$ cat src/rtl/jsilicon_pkg.sv
// -----------------------------------------------------------------------------
// jsilicon_pkg
// Definitions shared by the fetch stage and the instruction decoder:
//   - 3-bit opcode constants (top bits of an 8-bit instruction word)
//   - HALT_WORD, the in-stream word that stops the fetch stage
//   - fetch_state_t, the run/halt state encoding of fetch_unit
// No ports (package).
// -----------------------------------------------------------------------------
package jsilicon_pkg;

    localparam logic [2:0] OP_ADD = 3'b000;
    localparam logic [2:0] OP_SUB = 3'b001;
    localparam logic [2:0] OP_MUL = 3'b010;
    localparam logic [2:0] OP_DIV = 3'b011;
    localparam logic [2:0] OP_MOD = 3'b100;
    localparam logic [2:0] OP_CMP = 3'b101;
    localparam logic [2:0] OP_HLT = 3'b111;

    // Halt opcode with an all-ones operand.
    localparam logic [7:0] HALT_WORD = 8'hFF;

    typedef enum logic [1:0] {
        ST_IDLE = 2'd0,
        ST_LOAD = 2'd1,
        ST_RUN  = 2'd2,
        ST_HALT = 2'd3
    } fetch_state_t;

endpackage : jsilicon_pkg

$ cat src/rtl/fetch_imem.sv
// -----------------------------------------------------------------------------
// fetch_imem
// DEPTH x 8 instruction store: synchronous write, combinational read.
// Ports:
//   clock  in   system clock (write edge)
//   we     in   write enable
//   waddr  in   write address [PC_W-1:0]
//   wdata  in   write data [7:0]
//   raddr  in   read address [PC_W-1:0]
//   rdata  out  read data [7:0], combinational from raddr
// -----------------------------------------------------------------------------
module fetch_imem #(
    parameter int DEPTH = 16,
    parameter int PC_W  = 4
) (
    input  logic            clock,
    input  logic            we,
    input  logic [PC_W-1:0] waddr,
    input  logic [7:0]      wdata,
    input  logic [PC_W-1:0] raddr,
    output logic [7:0]      rdata
);

    logic [7:0] mem [DEPTH];

    // NOTE: the array has no reset on purpose; fetch_unit clears prog_len on
    // reset, so stale contents are never fetched, and a reset-free array
    // maps onto plain register files / distributed RAM.
    always_ff @(posedge clock) begin
        if (we) begin
            mem[waddr] <= wdata;
        end
    end

    assign rdata = mem[raddr];

endmodule : fetch_imem

$ cat src/rtl/fetch_unit.sv
// -----------------------------------------------------------------------------
// fetch_unit
// Instruction fetch stage feeding the decoder. Holds a loadable instruction
// memory and a program counter; issues one registered 8-bit word per enabled
// cycle under an IDLE/LOAD/RUN/HALT state machine.
//
// Build option: FETCH_LOOP_EN
//   defined   - after the last program word, pc wraps to 0 and RUN continues
//   undefined - after the last program word, the FSM halts with pc on it
//
// Ports:
//   clock        in   system clock, rising edge
//   reset        in   asynchronous, active-high reset
//   ena          in   global enable shared with the decoder
//   load_start   in   request a program (re)load (IDLE and HALT only)
//   load_valid   in   load_data valid
//   load_last    in   final program word marker
//   load_data    in   [7:0] word to write
//   load_ready   out  high in LOAD
//   run          in   level: run / stop
//   instr_out    out  [7:0] issued instruction (registered)
//   instr_valid  out  instr_out is fresh this cycle
//   pc           out  [PC_W-1:0] address of next fetch
//   halted       out  high in HALT
// -----------------------------------------------------------------------------
module fetch_unit
    import jsilicon_pkg::*;
#(
    parameter int DEPTH = 16,
    parameter int PC_W  = 4
) (
    input  logic            clock,
    input  logic            reset,
    input  logic            ena,
    input  logic            load_start,
    input  logic            load_valid,
    input  logic            load_last,
    input  logic [7:0]      load_data,
    output logic            load_ready,
    input  logic            run,
    output logic [7:0]      instr_out,
    output logic            instr_valid,
    output logic [PC_W-1:0] pc,
    output logic            halted
);

    localparam logic [PC_W-1:0] PC_ONE  = PC_W'(1);
    localparam logic [PC_W-1:0] PC_LAST = PC_W'(DEPTH - 1);
    localparam logic [PC_W:0]   LEN_ONE = (PC_W + 1)'(1);

    fetch_state_t    state,       state_next;
    logic [PC_W-1:0] pc_next;
    logic [PC_W-1:0] wr_ptr,      wr_ptr_next;
    logic [PC_W:0]   prog_len,    prog_len_next;   // 0..DEPTH
    logic [7:0]      instr_out_next;
    logic            instr_valid_next;
    logic            mem_we;
    logic [7:0]      fetch_word;
    logic            last_word;

    fetch_imem #(
        .DEPTH (DEPTH),
        .PC_W  (PC_W)
    ) u_imem (
        .clock (clock),
        .we    (mem_we),
        .waddr (wr_ptr),
        .wdata (load_data),
        .raddr (pc),
        .rdata (fetch_word)
    );

    // pc is on the final program word (prog_len is never 0 while in RUN).
    assign last_word = ({1'b0, pc} == (prog_len - LEN_ONE));

    assign load_ready = (state == ST_LOAD);
    assign halted     = (state == ST_HALT);

    // NOTE: every output of this block gets a default before the case, so no
    // path leaves a variable unassigned and no latch is inferred.
    always_comb begin
        state_next       = state;
        pc_next          = pc;
        wr_ptr_next      = wr_ptr;
        prog_len_next    = prog_len;
        instr_out_next   = instr_out;
        instr_valid_next = 1'b0;
        mem_we           = 1'b0;

        case (state)
            ST_IDLE: begin
                if (load_start) begin
                    state_next    = ST_LOAD;
                    wr_ptr_next   = '0;
                    prog_len_next = '0;
                end else if (run && (prog_len != '0)) begin
                    state_next = ST_RUN;
                    pc_next    = '0;
                end
            end

            ST_LOAD: begin
                if (load_valid) begin
                    mem_we        = 1'b1;
                    wr_ptr_next   = wr_ptr + PC_ONE;
                    prog_len_next = prog_len + LEN_ONE;
                    // Leaving on the word that fills the memory means no
                    // word past DEPTH is ever accepted.
                    if (load_last || (wr_ptr == PC_LAST)) begin
                        state_next = ST_IDLE;
                    end
                end
            end

            ST_RUN: begin
                if (!run) begin
                    state_next = ST_IDLE;
                end else if (ena) begin
                    if (fetch_word == HALT_WORD) begin
                        // Halt word is not issued; pc stays on it.
                        state_next = ST_HALT;
                    end else begin
                        instr_out_next   = fetch_word;
                        instr_valid_next = 1'b1;
                        if (last_word) begin
`ifdef FETCH_LOOP_EN
                            pc_next = '0;
`else
                            state_next = ST_HALT;
`endif
                        end else begin
                            pc_next = pc + PC_ONE;
                        end
                    end
                end
            end

            ST_HALT: begin
                if (load_start) begin
                    state_next    = ST_LOAD;
                    wr_ptr_next   = '0;
                    prog_len_next = '0;
                end else if (!run) begin
                    state_next = ST_IDLE;
                end
            end

            default: begin
                state_next = ST_IDLE;
            end
        endcase
    end

    // NOTE: state is updated with non-blocking assignments so every register
    // samples the pre-edge values, independent of statement order.
    always_ff @(posedge clock or posedge reset) begin
        if (reset) begin
            state       <= ST_IDLE;
            pc          <= '0;
            wr_ptr      <= '0;
            prog_len    <= '0;
            instr_out   <= 8'h00;
            instr_valid <= 1'b0;
        end else begin
            state       <= state_next;
            pc          <= pc_next;
            wr_ptr      <= wr_ptr_next;
            prog_len    <= prog_len_next;
            instr_out   <= instr_out_next;
            instr_valid <= instr_valid_next;
        end
    end

endmodule : fetch_unit
$ cat config.mk
export PLATFORM = sky130hd
export DESIGN_NAME = fetch_unit
export DESIGN_NICKNAME = d
export VERILOG_FILES = /design/src/rtl/jsilicon_pkg.sv /design/src/rtl/fetch_imem.sv /design/src/rtl/fetch_unit.sv
export SDC_FILE = /design/constraint.sdc
export NUM_CORES = 1
export LEC_CHECK = 0
export CORE_MARGIN = 8
export CORE_UTILIZATION = 56
export CTS_BUF_LIST = sky130_fd_sc_hd__clkbuf_8
export DETAILED_ROUTE_END_ITERATION = 10
export PLACE_DENSITY = 0.76
export RECOVER_POWER = 25
export SYNTH_ARGS = -nofsm -noshare
export SYNTH_HDL_FRONTEND = slang
export SYNTH_SLANG_ARGS = --single-unit
$ cat constraint.sdc
create_clock -name clock -period 2.5 [get_ports clock]
set_input_delay 0.25 -clock clock [delete_from_list [all_inputs] [get_ports clock]]
set_output_delay 0.25 -clock clock [all_outputs]
set_load 0.005 [all_outputs]
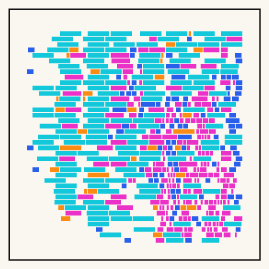
Fig. 1. Cell classes on the final placement.
Scale: 2 px per um.
flip-flops -> cyan  # cells 152
other buffers and delay cells -> blue  # cells 102
clock drivers and dummy loads -> orange  # cells 32
all other logic -> magenta  # cells 222

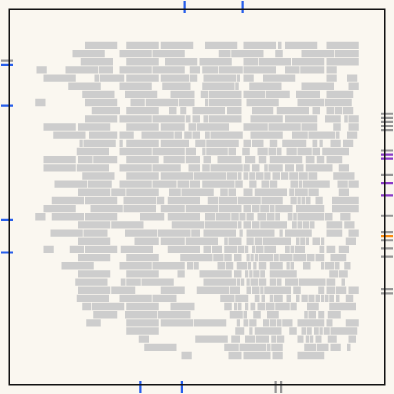
Fig. 2. Pin map.
Scale: 3 px per um. Pins as bars across the die edge, other pins in grey.
load_data -> blue  # pins 8, direction input, edge 4 left, 2 bottom, 2 top
halted -> orange  # pins 1, direction output, edge right
pc -> purple  # pins 4, direction output, edge right
all pins by edge = 19 right, 5 left, 4 bottom, 2 top
Die Y-Extent: 124.7 um
I/O Buffers: 29
Die Span X: 124.7 um

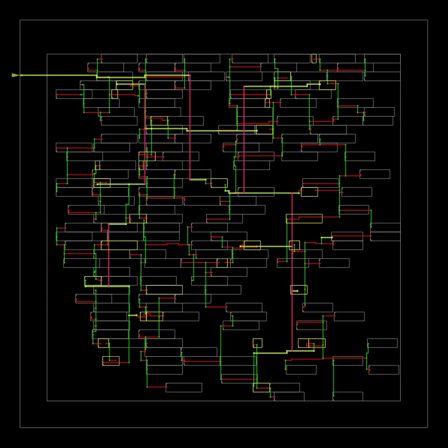
Fig. 3. Clock routing.
total clock sinks: 152
Flops: 152

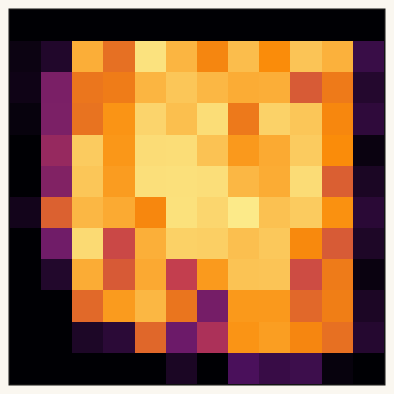
Fig. 4. Local utilization.
Scale: 3 px per um. 12 x 12 tiles, from black (low) to pale yellow (high), 0 to 100% covered.
densest ninth of the die = middle
emptiest ninth of the die = bottom left
fullest tile = 96%
tiles over 75% full = 42%
nearly empty tiles = 19%
Core Area: 11,470 um2
utilization after layout: 0.7045
fp_density: 0.5769

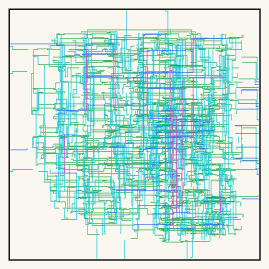
Fig. 5. Routed metal, one colour a layer.
Scale: 2 px per um.
met4 -> magenta  # wire length 478 um
met2 -> cyan  # wire length 7,210 um
met3 -> blue  # wire length 1,010 um
met1 -> green  # wire length 6,240 um
Vias: 3,983
WL final: 14,940 um
WL per Instance: 22.94 um

==> flow_summary.yaml <==
# flow metrics
outcome:
  status: "complete, but fails checks"
  failed_checks: "negative setup slack"
hold_path:
  hold_class: "register to register"
  holdPathEnd: "instr_out[3]$_DFFE_PP0P_"
  min_from: "instr_out[3]$_DFFE_PP0P_"
global_routing:
  grt_max_degree: 25
  gr-usage-met3: 0.04426
  grt_overflow: 0
  grt_util_met2: 0.2969
  antenna_found_initial: 0
  grt_pass1_wl_um: 22110
  grtUsageMet1: 0.2359
  grt_pass1_vias: 3947
  top_usage_layer: "met2"
clocking:
  cts_buffers: 17
  cts_root_buf: "clkbuf_8"
  hold_buffers: 0
  htree_num_levels: 4
  post_cts_buffers: 4
  ctsResizeCount: 12
critical_path:
  rrSetupSlack_ns: -0.17
  cp.required_ns: 2.84
  cp.arrival_ns: 3.02
  worstPathMaxFanout: 6
  r2r_start: "pc[0]$_DFFE_PP0P_"
  r2r_end: "pc[3]$_DFFE_PP0P_"
  critPathSlowestCell: "mux4_1"
  startpoint: "pc[0]$_DFFE_PP0P_"
  crit_end: "pc[3]$_DFFE_PP0P_"
  path_depth: 9
  crit_buf_inv: 1
  cp-end-kind: "register"
  cp_slowest_stage_delay_ns: 0.58
  cp_top_family: "multiplexers"
sta:
  maxSlewHeadroom: 0.1164
  max_freq_mhz: 373.9
  setup_tns_ns: -1.507
  rsz0062_at_grt: "yes"
  hold_slack_ns: 0.5222
  final.period_utilization: 1.070
  fin_crit_ns: 2.674
  worstMarginPinSlew_ns: 1.325
  timing.final.max_slew_violations: 0
  setup_ws_ns: -0.1745
  setup_viol_count_final: 14
routing:
  ant_nets: 0
  dr.pass1.iters: 5
  wl_met1_um: 6236
  drt-initial-drc-count: 381
  met2_length_um: 7211
  drt-vias-per-instance: 6.118
power:
  p_switching_w: 0.002682
  clockPowerShare: 0.219
  p_per_area_nw_per_um2: 1051
  finalPower_w: 0.008491
  power.internal_w: 0.005809
  p_clk_w: 0.00186
  p_leak_nw: 2.882
  p_sw_frac: 0.3159
  combPwrFrac: 0.417
  p_seq_w: 0.00309
  top_power_group: "combinational cells"
cells_and_area:
  design_area_um2: 8079
  final_cell_mix: "edfxtp_1, buf_4, mux4_2, clkdlybuf4s50_1, dfrtp_1"
  n_antenna_cell: 0
  fin_nets: 521
  synthToLayoutAreaGrowth_pct: 22.13
yosys:
  adder_share: 0.02081
  ys_cells: 394
  synth_top_area_share: 0.5810
  yosys.area_share.simple: 0.05580
  avgSynthCellArea_um2: 16.79
  topCellsByArea: "edfxtp_1, dfrtp_1, mux4_2, mux4_1, mux2i_1"
  xor_share: 0.007944
  ys_chip_area_um2: 6615
  aoi_share: 0.05693
  synth-main-ff-cell: "edfxtp_1"
  synthMuxAreaShare: 0.1606
  yosysTopAreaCell: "edfxtp_1"
  postSynthSeqShare: 0.6718
  ys_ff: 152
  yosys_warnings: 0
  synth_cells: 394
floorplanning:
  chipArea_um2: 15550
  design.portCount: 30
place:
  pre_cts_ws_ns: -0.2907
  finalWeightedCongestion: 0.8253
  dpl.cell_count: 603
run:
  warning_count: 36
-- layout make-up --
class                      count  area (um2)
inverter                      14       52.55
fill                         706        3388
multi-input combinational    208        2085
sequential                   152        4447
tap                          143       178.9
clock buffer                  17       234.0
clock inverter                15       161.4
timing repair buffer         102       920.9
-- synth_stat cells (5+ instances only) --
cell,instances
nor2_1,20
nand3_1,5
a21oi_1,13
mux2_2,14
mux2i_1,18
o22ai_1,5
dfrtp_1,24
nand2_1,19
o21ai_0,12
clkbuf_1,11
nand4_1,6
inv_1,14
xnor2_1,5
ha_1,11
buf_2,5
edfxtp_1,128
mux4_1,13
mux4_2,17
-- sequential cells by signal, summed over array words and instances, names as in the netlist --
name         flops
u_imem.mem     128
instr_out        8
prog_len         5
pc               4
wr_ptr           4
state            2
instr_valid      1
No activity file was given, so power comes from the tool's default toggle rates.
